==> config.mk <==
export PLATFORM = sky130hd
export DESIGN_NAME = gate_stim_lfsr
export DESIGN_NICKNAME = d
export VERILOG_FILES = /design/src/rtl/gate_stim_pkg.sv /design/src/rtl/gate_stim_lfsr.sv
export SDC_FILE = /design/constraint.sdc
export NUM_CORES = 1
export LEC_CHECK = 0
export CORE_AREA = 4 4 41 43
export CTS_BUF_LIST = sky130_fd_sc_hd__clkbuf_2
export CTS_CLUSTER_SIZE = 24
export DETAILED_ROUTE_END_ITERATION = 8
export DIE_AREA = 0 0 45 47
export REMOVE_ABC_BUFFERS = 1
export SYNTH_ARGS = -nofsm -noshare
export SYNTH_HDL_FRONTEND = slang
export SYNTH_SLANG_ARGS = --single-unit
==> constraint.sdc <==
create_clock -name clk_i -period 1.12 [get_ports clk_i]
set_input_delay 0.224 -clock clk_i [delete_from_list [all_inputs] [get_ports clk_i]]
set_output_delay 0.224 -clock clk_i [all_outputs]
set_load 0.005 [all_outputs]
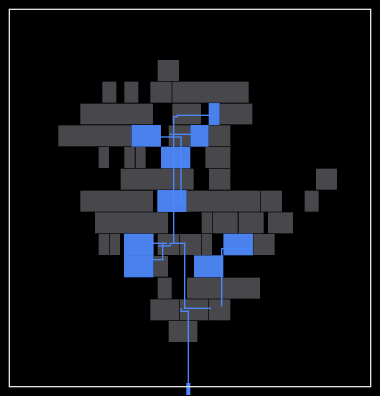
Run 1: port wiring
(8 px per µm)
[step_i] blue | bits: 1 | direction: input | end cells: 9 | wire: 77.4 µm
IO buf count: 6
Ports: 7

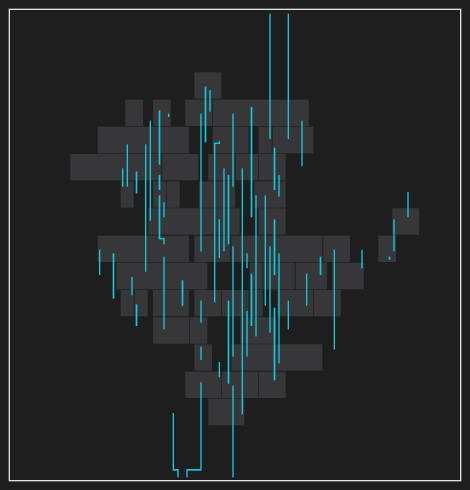
Run 1: met2 routing
(10 px per µm)
nets with wire on the layer: 47
wire length on this layer: 340 µm
main direction: vertical
longest straight run: 24.5 µm
share of all routed wire: 49%
via count: 264
WL final: 689 µm
M2 GR Usage: 0.130

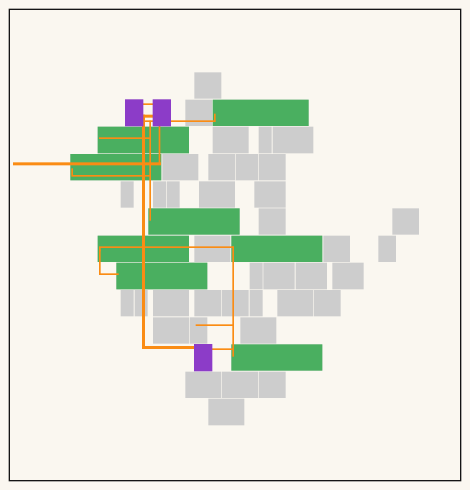
Run 1: clock wires, drivers and flops
(10 px per µm)
[clock wires] orange | length: 124 µm
[flip-flops] green | count: 8
[clock drivers] purple | count: 3
routed clock nets: 4
worst skew pair latency: 250 ps
Power Clock: 203 µW
Worst Skew: 8.43 ps
Clock Power Share: 0.342

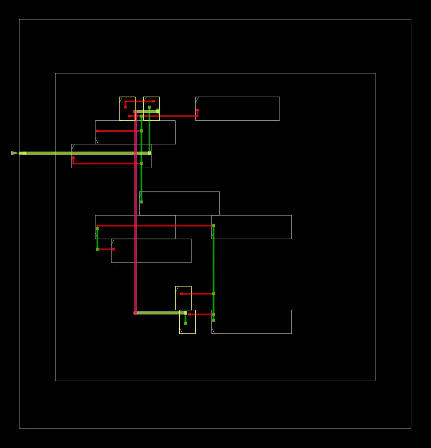
Run 1: clock routing
Clock buffer cells: 4
CTS Sinks: 8
Seq cells: 8
CTS buffer count: 3

==> reports/metrics.cfg, run 1 <==
[run_status]
outcome=finished, violations left
violations=negative setup slack

[final_layout]
inverters_excl_clock=1
sh_comb_area=0.264
dominant_cells=sequential cells
buffers=17
largest_reg_flops=8
synthToLayoutAreaGrowth_pct=42.0
fill_cells=136
clkCellAreaFrac=0.0385
flop_area_um2=201
fin_area_um2=520
signal_buffer_area_fraction=0.267
seq_share=0.387
post_route_cells_drive_above_1_share=0.367
diodes=0
final_util=0.400
fin_nets=54
fin_cells=64
nMultiInputCombCells=19
comb_area_um2=138

[synthesis]
yosys.area_share.aoi=0.0239
ys_area_um2=367
top_area_frac=0.478
ys_top_logic_family=multiplexers
synth-xor-area-share=0.0717
ys.warnings.count=0
top_cells_by_count=dfrtp_1, mux2i_1, nor2_1
ys_cells=32
synth-edff-count=0
syn_area_um2=367
numSynthFlops=8
mux_area_frac=0.191
area_leaders=dfrtp_1, mux2i_1, dfstp_2
avgSynthCellArea_um2=11.5
adder_share=0
netlist_instances=32
async_flop_share=1.00
synth_simple_gate_area_share=0.0887
flop_cell=dfrtp_1
ys_types=12
yosysTopAreaCell=dfrtp_1
synth.yosys.seq_area_share=0.549

[pwr]
peakVddDrop_v=0.000686
comb_power_share=0.145
power_leader=sequential cells
power_frac_seq=0.513
pg_seq_uw=304
power_density_mw_per_mm2=1140
swShare=0.246
leakagePower_nw=0.280
p_comb_uw=85.8
internal-power_uw=447
total_power_uw=593
power_switching_uw=146

[routing]
routed.top_layer=met4
ant_nets=0
wl_per_cell_um=10.8
via_per_inst=4.13
wl_met1_um=296
wl_met2_um=340
met3WireLength_um=29
dr.pass1.iters=2
drc=0
drt_iter0_drc=4

[die]
dieArea_mm2=0.00212
rows=13
fp_util=0.282
tap_cells=15
die_h_um=47
coreArea_mm2=0.00130
dieWidth_um=45

[global_routing]
grt.total_usage=0.0847
grt-ovfl-total=0
grt_max_degree=9
grt_pass1_vias=262
antenna_found_initial=0
grt_pass1_wl_um=1120

[placement]
gp_congestion=0.675
dpl_worst_slack_ps=-362
placed_cells=58
place_area_um2=489

[clock_network]
root_buffer=clkbuf_2
cts_tree=done
hold_buffers=0
cts_resized=9
h-tree-depth=1
cts_buffer_depth=2
post_cts_buffers=1
clk_pin_slew_ps=90

[setup_path]
cp_slowest_cell=dfrtp_1
crit_buf_inv=1
worstSetupPathType=flop to output pin
r2r_slack_ps=-60
cp_max_fo=2
crit_family=flip-flops
cp_data_required_time_ps=900
slowest_delay_ps=400
start_kind=flop
crit_chain=xor2_1 > xnor2_1 > buf_2
reg2reg_depth=4
critPathArrivalTime_ps=1140
crit_cells=3
worst_setup_path_end_kind=output pin

[sta]
hold_ws_ps=245
slew_violations=0
maxSlewHeadroom=0.757
min_period_ps=1360
fin_ws_ps=-241
rsz0062_at_grt=true
tightestPinTransition_ps=364
setup_viol=2
fmax_mhz=735
period_used_share=1.22
final_hold_viol_count=0
fin_setup_tns_ps=-299

[job]
maxCapViolations=0
log.warning_count=27

[min_path]
hold_path_class=input port to async pin

-- run 1: layer usage --
| metal | track usage | vias up |
|---|---|---|
| met5 | 0 | - |
| met4 | 0.0877 | 0 |
| met3 | 0.0460 | 2 |
| met2 | 0.130 | 4 |
| met1 | 0.0775 | 122 |
| li1 | - | 136 |
-- run 1: cell usage in the layout (no fill, tap or decap) --
cell | netlist | routed
buf_2 | 1 | 1
buf_4 | 2 | 11
buf_6 | 0 | 1
clkbuf_2 | 0 | 4
clkdlybuf4s15_1 | 0 | 1
clkdlybuf4s50_1 | 0 | 3
dfrtp_1 | 7 | 7
dfstp_2 | 1 | 1
inv_1 | 1 | 1
mux2i_1 | 7 | 7
nor2_1 | 7 | 7
o31a_1 | 1 | 1
or3_1 | 1 | 1
xnor2_1 | 2 | 2
xor2_1 | 1 | 1
==> run 1 -> run 2 <==
--- a/config.mk
+++ b/config.mk
@@ -10,6 +10,8 @@
 export CTS_CLUSTER_SIZE = 24
 export DETAILED_ROUTE_END_ITERATION = 8
 export DIE_AREA = 0 0 45 47
+export HOLD_SLACK_MARGIN = 0.03
+export MAX_ROUTING_LAYER = met4
 export REMOVE_ABC_BUFFERS = 1
 export SYNTH_ARGS = -nofsm -noshare
 export SYNTH_HDL_FRONTEND = slang
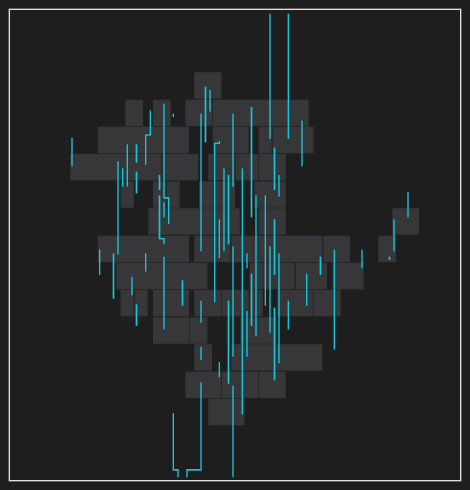
Run 2: met2 routing
(10 px per µm)
wire length on this layer: 346 µm
share of all routed wire: 50%
main direction: vertical
longest straight run: 24.5 µm
nets with wire on the layer: 47
WL final: 692 µm
via count: 266

==> run 2 against run 1 <==
The run still ends with negative setup slack left; flip-flop count unchanged; sequential power about the same; clock power about the same; critical path type unchanged.
==> reports/metrics.cfg, run 2 <==
[run_status]
outcome=finished, violations left
violations=negative setup slack

[sta]
fmax_mhz=735  ; about the same
hold_ws_ps=245  ; +0.190 ps
final_hold_viol_count=0  ; unchanged
rsz0062_at_grt=true
fin_ws_ps=-241  ; +0.594 ps
setup_viol=2  ; unchanged
min_period_ps=1360  ; -0.594 ps
period_used_share=1.22  ; about the same
slew_violations=0  ; unchanged

[pwr]
leakagePower_nw=0.280  ; unchanged
total_power_uw=591  ; -0.31%
power_frac_seq=0.515  ; +0.002
power_switching_uw=144  ; -1.3%
power_leader=sequential cells
swShare=0.244  ; -0.00242
comb_power_share=0.145  ; about the same
internal-power_uw=447  ; about the same
power_density_mw_per_mm2=1140  ; -0.31%
peakVddDrop_v=0.000679  ; -1.0%

[die]
tap_cells=15  ; unchanged
fp_util=0.282  ; unchanged
dieWidth_um=45  ; unchanged
rows=13  ; unchanged
dieArea_mm2=0.00212  ; unchanged
ios=7  ; unchanged

[final_layout]
fin_nets=54  ; unchanged
buffers=17  ; unchanged
final_util=0.400  ; unchanged
diodes=0  ; unchanged
flop_area_um2=201  ; unchanged
seq_cell_count=8  ; unchanged
layout_top_cells=buf_4, mux2i_1, nor2_1, dfrtp_1, clkbuf_2
seq_share=0.387  ; unchanged
fill_cells=136  ; unchanged
final_common_cell=buf_4
nMultiInputCombCells=19  ; unchanged
synthToLayoutAreaGrowth_pct=42.0  ; unchanged
sh_comb_area=0.264  ; unchanged
clkCellAreaFrac=0.0385  ; unchanged

[setup_path]
crit_buf_inv=1  ; unchanged
critPathArrivalTime_ps=1140  ; about the same
crit_cells=3  ; unchanged
slowest_delay_ps=400  ; about the same
worst_setup_path_end_kind=output pin
worstSetupPathType=flop to output pin
cp_slowest_cell=dfrtp_1
cp_data_required_time_ps=900  ; about the same
r2r_slack_ps=-60  ; about the same
crit_chain=xor2_1 > xnor2_1 > buf_2
cp_max_fo=2  ; unchanged

[global_routing]
grt_util_met3=0.0345  ; -0.0115
grt-ovfl-total=0  ; unchanged
grt_max_degree=9  ; unchanged
met2_usage=0.130  ; unchanged
grt_use_met1=0.0775  ; unchanged
antenna_found_initial=0  ; unchanged
grt.total_usage=0.0850  ; +0.000319
grt_pass1_vias=259  ; -1.1%
grt_pass1_wl_um=1120  ; -0.62%
busiest_layer=met2

[clock_network]
numCtsBuffers=3  ; unchanged
clock_latency_ps=250  ; about the same
clk_pin_slew_ps=90  ; about the same
cts_tree=done
cts_buffer_depth=2  ; unchanged
hold_buffers=0  ; unchanged

[synthesis]
area_leaders=dfrtp_1, mux2i_1, dfstp_2
netlist_instances=32  ; unchanged
ys_types=12  ; unchanged
synth-edff-count=0  ; unchanged
yosys.area_share.aoi=0.0239  ; unchanged
synth.yosys.seq_area_share=0.549  ; unchanged
mux_area_frac=0.191  ; unchanged
adder_share=0  ; unchanged
async_flop_share=1.00  ; unchanged
ys_cells=32  ; unchanged
synth-xor-area-share=0.0717  ; unchanged
synth_simple_gate_area_share=0.0887  ; unchanged
ys_top_logic_family=multiplexers
ys.warnings.count=0  ; unchanged
ys_area_um2=367  ; unchanged
flop_cell=dfrtp_1
yosysTopAreaCell=dfrtp_1
top_area_frac=0.478  ; unchanged
numSynthFlops=8  ; unchanged

[routing]
drc=0  ; unchanged
met3WireLength_um=24  ; -17%
wl_met1_um=298  ; +0.68%
ant_nets=0  ; unchanged
via_per_inst=4.16  ; +0.76%
drt_iter0_drc=5  ; +1

[placement]
gp_congestion=0.681  ; +0.99%
dpl_worst_slack_ps=-362  ; unchanged
port_buffers=6  ; unchanged

[min_path]
hold_path_class=input port to async pin

[job]
log.warning_count=27  ; unchanged

-- run 2: cell counts in the layout (fill, tap and decap cells not counted) --
Identical to the previous run, type by type.
-- run 2: kinds of logic (layout without fill, tap and decap cells) --
kind of cell,count (synthesis),after routing
flip-flops,8,8
AND/OR/NAND/NOR,8,8
multiplexers,7,7
buffers and inverters,5,22
XOR/XNOR,3,3
AND-OR/OR-AND,1,1
-- run 2: timing repair --
| action | 4_1_cts | 5_1_grt |
|---|---|---|
| resized | 9 | 2 |
| endpoints found under the setup margin | 4 | 4 |
| pin swaps | 2 | 2 |
| buffers inserted | 1 | 2 |
-- run 2: metrics by stage --
step                std cells  area [µm²]
finish                     64         520
global placement           58         489
floorplan                  28         343
detailed placement         58         489
CTS                        63         505
global route               64         520
Power is estimated from default activity; no workload was simulated.
